==> config.mk <==
export PLATFORM = sky130hd
export DESIGN_NAME = md_issue_ctrl_flat
export DESIGN_NICKNAME = d
export VERILOG_FILES = /design/src/rtl/md_issue_ctrl_pkg.sv /design/src/rtl/md_issue_ctrl_if.sv /design/src/rtl/md_issue_ctrl.sv /design/src/flat_wrapper.sv
export SDC_FILE = /design/constraint.sdc
export NUM_CORES = 1
export LEC_CHECK = 0
export CAP_MARGIN = 20
export CORE_AREA = 2 2 39 41
export CTS_CLUSTER_SIZE = 14
export DETAILED_ROUTE_END_ITERATION = 12
export DIE_AREA = 0 0 41 43
export PLACE_DENSITY = 0.74
export SLEW_MARGIN = 15
export SYNTH_ARGS = -nofsm -noshare
export SYNTH_HDL_FRONTEND = slang
export SYNTH_SLANG_ARGS = --single-unit
==> constraint.sdc <==
create_clock -name clk -period 4.05 [get_ports clk]
set_input_delay 0.81 -clock clk [delete_from_list [all_inputs] [get_ports clk]]
set_output_delay 0.81 -clock clk [all_outputs]
set_load 0.005 [all_outputs]
==> src/rtl/md_issue_ctrl_pkg.sv <==
// Shared types and constants for the mult/div issue controller.
package md_pkg;

  localparam int unsigned MD_OP_W      = 4;
  localparam int unsigned MULT_CTR_W   = 3;
  localparam int unsigned MULT_LAT_DEF = 5;
  localparam int unsigned DIV_LAT_DEF  = 10;
  localparam int unsigned CNT_W_DEF    = 4;

  // HI/LO instruction class carried down the pipeline
  typedef enum logic [MD_OP_W-1:0] {
    MD_NONE = 4'd0,
    MULTU   = 4'd1,
    MULT    = 4'd2,
    DIVU    = 4'd3,
    DIV     = 4'd4,
    MTHI    = 4'd5,
    MTLO    = 4'd6,
    MFHI    = 4'd7,
    MFLO    = 4'd8
  } md_op_t;

  // operation codes understood by mod_mult
  localparam logic [MULT_CTR_W-1:0] MC_MULTU = 3'd0;
  localparam logic [MULT_CTR_W-1:0] MC_MULT  = 3'd1;
  localparam logic [MULT_CTR_W-1:0] MC_DIVU  = 3'd2;
  localparam logic [MULT_CTR_W-1:0] MC_DIV   = 3'd3;
  localparam logic [MULT_CTR_W-1:0] MC_MTHI  = 3'd4;
  localparam logic [MULT_CTR_W-1:0] MC_MTLO  = 3'd5;

  typedef enum logic [1:0] {
    S_IDLE  = 2'd0,
    S_BUSY  = 2'd1,
    S_DRAIN = 2'd2
  } md_state_t;

endpackage

==> src/rtl/md_issue_ctrl_if.sv <==
// Hazard-unit side bundle of the mult/div issue controller.
interface md_issue_ctrl_if;

  md_pkg::md_op_t md_op_D;
  md_pkg::md_op_t md_op_E;
  logic           flush_E;
  logic           md_busy;
  logic           start;
  logic [2:0]     mult_ctr;
  logic           stall;
  logic           ctrl_busy;
  logic           issue_err;

  modport master (
    output md_op_D, md_op_E, flush_E, md_busy,
    input  start, mult_ctr, stall, ctrl_busy, issue_err
  );

  modport slave (
    input  md_op_D, md_op_E, flush_E, md_busy,
    output start, mult_ctr, stall, ctrl_busy, issue_err
  );

endinterface

==> src/rtl/md_issue_ctrl.sv <==
// Issues E-stage mult/div/mthi/mtlo to mod_mult, tracks unit occupancy and
// stalls D-stage HI/LO instructions that would collide with it.
module md_issue_ctrl
  import md_pkg::*;
#(
  parameter int unsigned MULT_LAT = MULT_LAT_DEF,
  parameter int unsigned DIV_LAT  = DIV_LAT_DEF,
  parameter int unsigned CNT_W    = CNT_W_DEF
) (
  input  logic             clk,
  input  logic             reset,
  md_issue_ctrl_if.slave   bus
);

  md_state_t               state_q, state_d;
  logic [CNT_W-1:0]        cnt_q, cnt_d;
  logic                    err_q, err_d;

  logic                    long_op;
  logic                    wr_op;
  logic                    div_op;
  logic [MULT_CTR_W-1:0]   op_code;
  logic                    issue;

  // E-stage class decode
  always_comb begin
    long_op = 1'b0;
    wr_op   = 1'b0;
    div_op  = 1'b0;
    op_code = MC_MULTU;
    case (bus.md_op_E)
      MULTU: begin long_op = 1'b1; op_code = MC_MULTU; end
      MULT:  begin long_op = 1'b1; op_code = MC_MULT;  end
      DIVU:  begin long_op = 1'b1; div_op = 1'b1; op_code = MC_DIVU; end
      DIV:   begin long_op = 1'b1; div_op = 1'b1; op_code = MC_DIV;  end
      MTHI:  begin wr_op = 1'b1; op_code = MC_MTHI; end
      MTLO:  begin wr_op = 1'b1; op_code = MC_MTLO; end
      default: ;
    endcase
  end

  // Next-state, latency counter and sticky protocol-error flag
  always_comb begin
    state_d = state_q;
    cnt_d   = cnt_q;
    err_d   = err_q;
    issue   = (long_op | wr_op) & ~bus.flush_E & (state_q == S_IDLE) & ~reset;

    case (state_q)
      S_IDLE: begin
        if (issue && long_op) begin
          state_d = S_BUSY;
          cnt_d   = div_op ? CNT_W'(DIV_LAT - 1) : CNT_W'(MULT_LAT - 1);
        end
      end
      S_BUSY: begin
        if (cnt_q == '0) begin
          state_d = bus.md_busy ? S_DRAIN : S_IDLE;
        end else begin
          cnt_d = cnt_q - CNT_W'(1);
        end
      end
      S_DRAIN: begin
        if (!bus.md_busy) state_d = S_IDLE;
      end
      default: state_d = S_IDLE;
    endcase

    // an unflushed issue attempt while occupied is dropped and flagged
    if ((long_op || wr_op) && !bus.flush_E && (state_q != S_IDLE)) err_d = 1'b1;
  end

  always_ff @(posedge clk) begin
    if (reset) begin
      state_q <= S_IDLE;
      cnt_q   <= '0;
      err_q   <= 1'b0;
    end else begin
      state_q <= state_d;
      cnt_q   <= cnt_d;
      err_q   <= err_d;
    end
  end

  // start/stall are same-cycle so the E-stage op and its D-stage follower see them
  assign bus.start     = issue;
  assign bus.mult_ctr  = issue ? op_code : '0;
  assign bus.stall     = ~reset & (bus.md_op_D != MD_NONE) &
                         ((state_q != S_IDLE) | (issue & long_op));
  assign bus.ctrl_busy = ~reset & (state_q != S_IDLE);
  assign bus.issue_err = err_q;

endmodule

==> src/flat_wrapper.sv <==
// flat-port wrapper written by rule: the top's interface ports become plain ports
module md_issue_ctrl_flat import md_pkg::*;
#(
  parameter int unsigned MULT_LAT = MULT_LAT_DEF,
  parameter int unsigned DIV_LAT  = DIV_LAT_DEF,
  parameter int unsigned CNT_W    = CNT_W_DEF
)
  (clk, reset, bus_md_op_D, bus_md_op_E, bus_flush_E, bus_md_busy, bus_start, bus_mult_ctr, bus_stall, bus_ctrl_busy, bus_issue_err);
  md_issue_ctrl_if bus_i ();
  input  logic clk;
  input  logic reset;
  input wire logic [$bits(bus_i.md_op_D)-1:0] bus_md_op_D;
  input wire logic [$bits(bus_i.md_op_E)-1:0] bus_md_op_E;
  input wire logic [$bits(bus_i.flush_E)-1:0] bus_flush_E;
  input wire logic [$bits(bus_i.md_busy)-1:0] bus_md_busy;
  output wire logic [$bits(bus_i.start)-1:0] bus_start;
  output wire logic [$bits(bus_i.mult_ctr)-1:0] bus_mult_ctr;
  output wire logic [$bits(bus_i.stall)-1:0] bus_stall;
  output wire logic [$bits(bus_i.ctrl_busy)-1:0] bus_ctrl_busy;
  output wire logic [$bits(bus_i.issue_err)-1:0] bus_issue_err;
  assign bus_i.md_op_D = bus_md_op_D;
  assign bus_i.md_op_E = bus_md_op_E;
  assign bus_i.flush_E = bus_flush_E;
  assign bus_i.md_busy = bus_md_busy;
  assign bus_start = bus_i.start;
  assign bus_mult_ctr = bus_i.mult_ctr;
  assign bus_stall = bus_i.stall;
  assign bus_ctrl_busy = bus_i.ctrl_busy;
  assign bus_issue_err = bus_i.issue_err;
  md_issue_ctrl #(.MULT_LAT(MULT_LAT), .DIV_LAT(DIV_LAT), .CNT_W(CNT_W)) u_core (.clk(clk), .reset(reset), .bus(bus_i));
endmodule
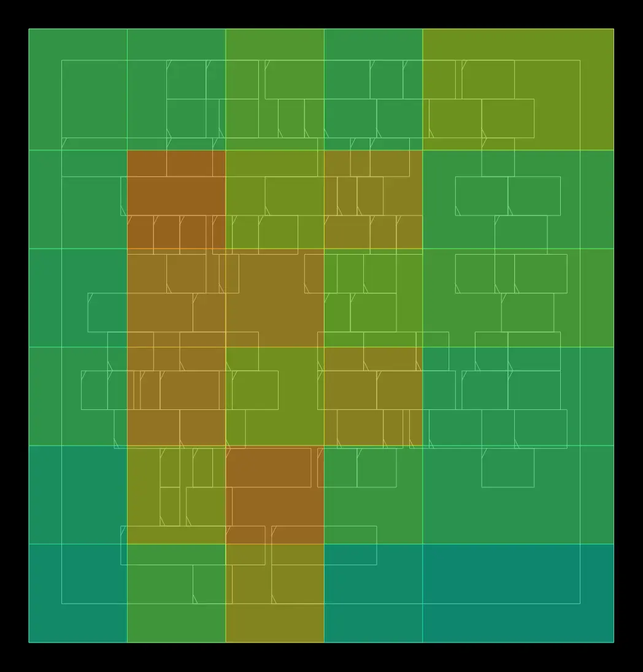
Figure 1: run 1, track usage over the die.
GRT met3 Usage: 0.0157
WL per Instance: 13.1 um
gr usage total: 0.171
GR peak layer: met2

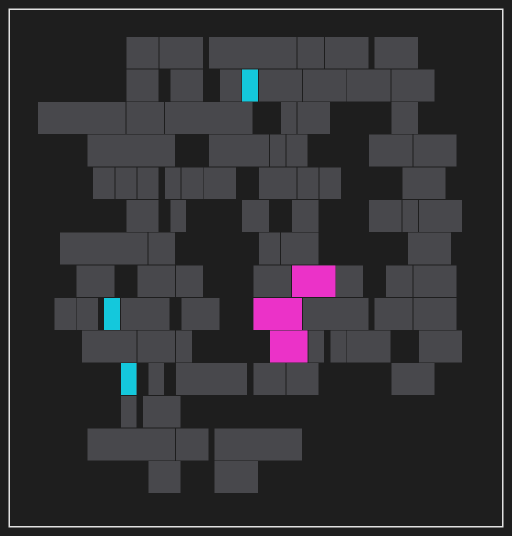
Figure 2: run 1, selected gate families.
Drawn at 12 px/um.
legend:
  magenta:
    family: AND-OR and OR-AND gates
    cells: 3
  cyan:
    family: inverters
    cells: 3
    most_used: inv_1

==> impl_metrics.tcl, run 1 <==
# yosys + openroad results
set metrics [dict create \
    drt_pass1_iterations 4 \
    edf_count 0 \
    ys_cells 66 \
    tightest_slew_ns 0.369 \
    final_cell_mix "clkdlybuf4s50_1, nor2_1, dfxtp_1" \
    startpoint_type "input port" \
    die-width_um 41 \
    cts_root_buf "clkbuf_4" \
    leakage_nw 0.263 \
    p_sw_mw 0.0494 \
    async_flop_share 0 \
    place_hpwl_um 992 \
    routed_wl_um 1340 \
    antenna_found_initial 0 \
    post_cts_buffers 0 \
    p_int_mw 0.131 \
    holdWs_ns 0.444 \
    syn_area_sq_um 543 \
    chip_area_sq_um 1760 \
    synth.distinct_cells 36 \
    worstSetupEndpointType "output port" \
    fin_worst_skew_ns 0.00497 \
    ff_type "dfxtp_1" \
    period_needed_ns 3.51 \
    p_sw_frac 0.273 \
    cts_tree "built" \
    ant_nets 0 \
    postCtsHoldBufs 0 \
    fp_util 0.392 \
    power_frac_clock 0.372 \
    via_per_inst 5.80 \
    ff2ff_path_depth 6 \
    clock.fmax_mhz 285 \
    power_frac_seq 0.402 \
    fillers 130 \
    grt-ovfl-total 0 \
    min_path_cells 2 \
    synth_cells 66 \
    power_frac_comb 0.226 \
    finalWeightedCongestion 0.705 \
    hold_class "register to register" \
    clock-sinks 7 \
    ir_drop_mv 0.160 \
    path_class "input port to output port" \
    powerDensity_nw_per_um2 237 \
    comb_area_sq_um 378 \
    syn_to_final_growth_pct 40.6 \
    drv_cap 0 \
    worstPathRequired_ns 3.24 \
    syn_avg_cell_area_sq_um 8.23 \
    r2r_start "u_core.cnt_q[0]" \
    rsz0062_at_grt "false" \
    cts_resized 0 \
    min_to "u_core.bus.issue_err" \
    fin_nets 100 \
    synth_warnings 0 \
    rows 14 \
    arrival_ns 2.70 \
    drv_slew 0 \
    cts_buffers 3 \
    synth-seq-cells 7 \
    coreArea_sq_um 1380 \
    ff_latch_area_sq_um 140 \
    lay_top_count "clkdlybuf4s50_1" \
    htreeDepth 1 \
    drive_gt1_frac 0.116 \
    setup_violations 0 \
    r2r_setup_slack_ns 2.46 \
    grt_pass1_wl_um 2030 \
    grt_max_degree 13 \
    status "completed" \
    clkLatencyLatePin_ns 0.26 \
    path_max_fanout 10 \
    warning_count 26 \
    tns_ns 0 \
    antenna_cells_inserted 0 \
    maxSlewHeadroom 0.752 \
    io_buffers 18 \
    drtIter0Drc 14 \
    grt_pass1_vias 507 \
    syn-num-nets 79 \
    clock_path_buffers 2 \
    drcViolationCount 0 \
    yosys_area_sq_um 543 \
    cts.clk_slew.worst_paths_ns 0.05 \
    timing.rr.end "u_core.cnt_q[3]" \
    design.portCount 19 \
    period_used_share 0.867 \
    min_from "u_core.bus.issue_err" \
    num_vias 592 \
    die.size.y_um 43 \
    hold_viol 0 \
    ys_seq_frac 0.258 \
]
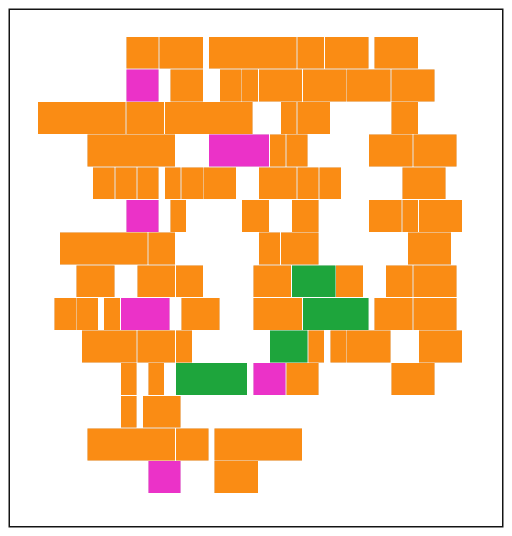
Figure 3: run 1, sizing map.
Drawn at 12 px/um.
legend:
  magenta:
    size: drive 3 to 4
    cells: 6
    share: 7.0%
  green:
    size: drive 2
    cells: 4
    share: 4.7%
  orange:
    size: drive 1 or less
    cells: 76
    share: 88%

==> run 1: power by group through the flow <==
stage	Clock (mW)	Sequential (mW)	Combinational, mW
floorplan	0	0.0736	0.0216
detailed placement	0	0.0740	0.0408
CTS	0.0681	0.0726	0.0412
global placement	0	0.0739	0.0400
global route	0.0714	0.0728	0.0447
finish	0.0673	0.0726	0.0409
==> run 1: per-stage QoR <==
stage           util  instance area [sq um]  setup slack [ns]  total power [mW]  cells
2_1_floorplan      -                    543              1.49            0.0952     66
3_3_place_gp   0.533                    737             0.586             0.114     98
3_5_place_dp   0.533                    737             0.545             0.115     98
4_1_cts        0.552                    763             0.538             0.182    102
5_1_grt        0.552                    763             0.435             0.189    102
6_report       0.552                    763             0.540             0.181    102
==> run 1: routing by layer <==
metal | global-route usage | wire [um]
met1 | 0.195 | 563
met2 | 0.269 | 659
met3 | 0.0157 | 75
met4 | 0.140 | 40
met5 | 0 | 0
==> run 1: flip-flops by register name (all words and copies together), names as in the netlist <==
register	cells
u_core.bus.issue_err	1
u_core.cnt_q	4
u_core.state_q	2
==> run 1: cells in the mapped netlist, types with 2 or more instances <==
cell | number | area, sq um
dfxtp_1 | 7 | 140
nor2_1 | 7 | 26.3
a21oi_1 | 4 | 20.0
nor3b_1 | 4 | 30.0
inv_1 | 3 | 11.3
nand3_1 | 3 | 15.0
o2bb2ai_1 | 3 | 26.3
and2_1 | 2 | 12.5
buf_2 | 2 | 10.0
nand2_1 | 2 | 7.51
nor3_1 | 2 | 10.0
o21ai_0 | 2 | 10.0
or3_1 | 2 | 12.5
==> run 1: layout make-up <==
class / instances / share of cell area
multi-input combinational: 53 / 0.495
timing repair buffer: 19 / 0.246
sequential: 7 / 0.184
clock buffer: 4 / 0.0344
tap: 16 / 0.0262
inverter: 3 / 0.0148
==> run 1: worst max-delay path, cell delays in order <==
cell	delay (ns)
clkdlybuf4s50_1	0.58
or3_1	0.48
and4_1	0.23
nor3b_1	0.14
clkdlybuf4s50_1	0.46
==> run 1: kinds of logic (layout without fill, tap and decap cells) <==
logic type / after synthesis / in the layout / synth area share
XOR/XNOR: 1 / 1 / 0.0161
adder cells (fa/ha/maj): 1 / 1 / 0.0230
AND/OR/NAND/NOR: 33 / 33 / 0.389
AND-OR/OR-AND: 18 / 18 / 0.267
flip-flops: 7 / 7 / 0.258
buffers and inverters: 6 / 26 / 0.0461
==> run 1: how the worst max path moves through the flow <==
stage | start | to | slack (ns)
4_1_cts | bus_md_op_E[0] | bus_mult_ctr[0] | 0.54
6_report | bus_md_op_E[0] | bus_mult_ctr[0] | 0.54
3_5_place_dp | bus_md_op_E[0] | bus_mult_ctr[0] | 0.54
3_3_place_gp | bus_md_op_E[0] | bus_mult_ctr[2] | 0.59
2_1_floorplan | bus_md_op_E[0] | bus_mult_ctr[2] | 1.49
5_1_grt | bus_md_op_E[1] | bus_mult_ctr[0] | 0.43
Figure 4. Metal 3 (run 1).
Drawn at 6 px/um.
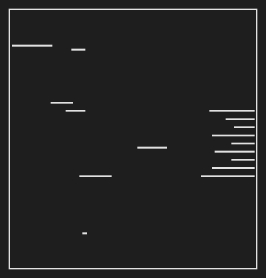

--- run 2 (diff from run 1) ---
--- a/config.mk
+++ b/config.mk
@@ -5,12 +5,14 @@
 export SDC_FILE = /design/constraint.sdc
 export NUM_CORES = 1
 export LEC_CHECK = 0
+export ABC_AREA = 1
 export CAP_MARGIN = 20
 export CORE_AREA = 2 2 39 41
 export CTS_CLUSTER_SIZE = 14
 export DETAILED_ROUTE_END_ITERATION = 12
 export DIE_AREA = 0 0 41 43
-export PLACE_DENSITY = 0.74
+export PLACE_DENSITY = 0.7
+export SKIP_LAST_GASP = 1
 export SLEW_MARGIN = 15
 export SYNTH_ARGS = -nofsm -noshare
 export SYNTH_HDL_FRONTEND = slang
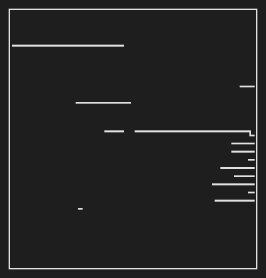
Figure 5: run 2, metal 3.
Drawn at 6 px/um.
wire length on this layer: 83.1 um
longest straight run: 19.1 um
main direction: horizontal
share of all routed wire: 7.4%
nets with wire on the layer: 12

==> impl_metrics.tcl, run 2 <==
# yosys + openroad results
set metrics [dict create \
    status "completed" \
    coreArea_sq_um 1380 \
    startpoint_type "input port" \
    drv_cap 0 \
    worstPathRequired_ns 3.24 \
    dp_slack_ns 0.718 \
    most_common_cell "nor2_1" \
    grtUsageTotal 0.149 \
    post_cts_buffers 0 \
    grt-ovfl-total 0 \
    drt_pass1_iterations 4 \
    warning_count 26 \
    clock.fmax_mhz 301 \
    tightest_slew_ns 0.237 \
    place_hpwl_um 901 \
    synth_cells 82 \
    xor_area_frac 0.0179 \
    grt_pass1_wl_um 1720 \
    die-width_um 41 \
    drcViolationCount 0 \
    cts_resized 0 \
    design.portCount 19 \
    cts_buffers 3 \
    cp_slowest_stage_delay_ns 0.53 \
    fin_nets 118 \
    power_frac_clock 0.401 \
    path_max_fanout 5 \
    setup_violations 0 \
    io_buffers 18 \
    top_register "u_core.cnt_q" \
    edf_count 0 \
    syn_area_sq_um 490 \
    routed_wl_um 1130 \
    synth.distinct_cells 18 \
    syn_avg_cell_area_sq_um 5.98 \
    synth_warnings 0 \
    yosys-mux-area-fraction 0 \
    yosys_area_sq_um 490 \
    arrival_ns 2.51 \
    simple_gate_area_frac 0.380 \
    grt_max_degree 7 \
    syn-num-nets 95 \
    powerDensity_nw_per_um2 235 \
    path_class "input port to output port" \
    fin_worst_skew_ns 0.00659 \
    ys_seq_frac 0.286 \
    fin_cells 120 \
    drtIter0Drc 16 \
    netlist_logic_family_top "simple AND/OR/NAND/NOR gates" \
    cts.clk_slew.worst_paths_ns 0.06 \
    r2r_setup_slack_ns 2.73 \
    clock_path_buffers 2 \
    yosysTopAreaCell "dfxtp_1" \
    ir_drop_mv 0.153 \
    synthTopCellsByCount "nor2_1, inv_1, nand2_1" \
    power_frac_comb 0.181 \
    finalWeightedCongestion 0.750 \
    synthAoiAreaFrac 0.161 \
    via_per_inst 4.53 \
    grt_pass1_vias 475 \
    ys_cells 82 \
    power_frac_seq 0.418 \
    leakage_nw 0.350 \
    hold_class "register to register" \
    ant_nets 0 \
    maxSlewHeadroom 0.841 \
    antenna_cells_inserted 0 \
    yosysTopAreaCellShare 0.286 \
    yosys-top-cells-area "dfxtp_1, nor2_1, inv_1, nand2_1, o21ai_0" \
    clkLatencyLatePin_ns 0.26 \
    cp_top_family "buffers and inverters" \
    p_int_mw 0.124 \
    critPathBufInv 2 \
    largest_register_ffs 4 \
    final_util 0.518 \
    hold_viol 0 \
    num_vias 543 \
    htreeDepth 1 \
    adder_share 0.0255 \
]
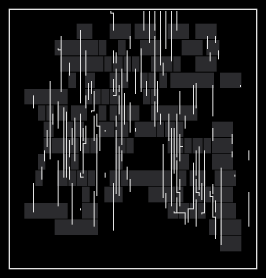
Figure 6: run 2, metal 2.
Drawn at 6 px/um.
wire length on this layer: 494 um
nets with wire on the layer: 91
main direction: vertical
share of all routed wire: 44%
longest straight run: 12.9 um

## run 2: cell types whose count changed in the layout (fill, tap and decap cells not counted), moves of 2 or more
cell	previous run	this run
inv_1	3	15
nand2_1	2	14
nor2_1	7	18
o21ai_0	2	7
nor3b_1	4	0
o2bb2ai_1	3	0
and2_1	2	0
inv_2	0	2
or3_1	2	0
## run 2: kinds of logic (layout without fill, tap and decap cells)
group / Yosys count / after routing
simple gates: 43 / 43
buf+inv: 17 / 39
compound gates: 13 / 13
flops: 7 / 7
fa+ha+maj: 1 / 1
xor+xnor: 1 / 1
## run 2: layout make-up
cell class | count | area, sq um
fill | 151 | 667
multi-input combinational | 58 | 287
timing repair buffer | 18 | 180
sequential | 7 | 140
inverter | 17 | 63.8
clock buffer | 4 | 26.3
tap | 16 | 20.0
## run 2: per-stage QoR
step	instance area (sq um)	power, mW
floorplan	490	0.0854
global placement	691	0.102
detailed placement	691	0.102
CTS	717	0.170
global route	717	0.178
finish	717	0.168
## run 2: power groups by stage
stage | sequential, mW | clock [mW] | combinational, mW
finish | 0.0705 | 0.0676 | 0.0304
global route | 0.0705 | 0.0734 | 0.0341
CTS | 0.0704 | 0.0692 | 0.0306
detailed placement | 0.0719 | 0 | 0.0305
global placement | 0.0719 | 0 | 0.0302
floorplan | 0.0718 | 0 | 0.0136
## run 2: per-layer routing
layer / global-route usage / vias up / part of all wire
met4: 0.120 / 0 / 0.027
li1: - / 299 / -
met2: 0.219 / 14 / 0.44
met1: 0.162 / 226 / 0.46
met3: 0.0524 / 4 / 0.074
met5: 0 / - / 0
## run 2: worst register-to-register path: stages (launching register included)
cell	delay [ns]
dfxtp_1	0.31
inv_1	0.07
ha_1	0.16
nand2_1	0.07
or2_1	0.22
nand2_1	0.07
nand2_2	0.09
o21ai_0	0.16
nor2_1	0.06
## run 2: worst paths after layout
kind                                            from                   end  depth (start not counted)
worst min register to register  u_core.bus.issue_err  u_core.bus.issue_err                          1
worst max-delay path                  bus_md_op_E[2]       bus_mult_ctr[0]                          7
worst max register to register       u_core.cnt_q[0]       u_core.cnt_q[2]                          8
worst min-delay path            u_core.bus.issue_err  u_core.bus.issue_err                          1
No activity file was given, so power comes from the tool's default toggle rates.
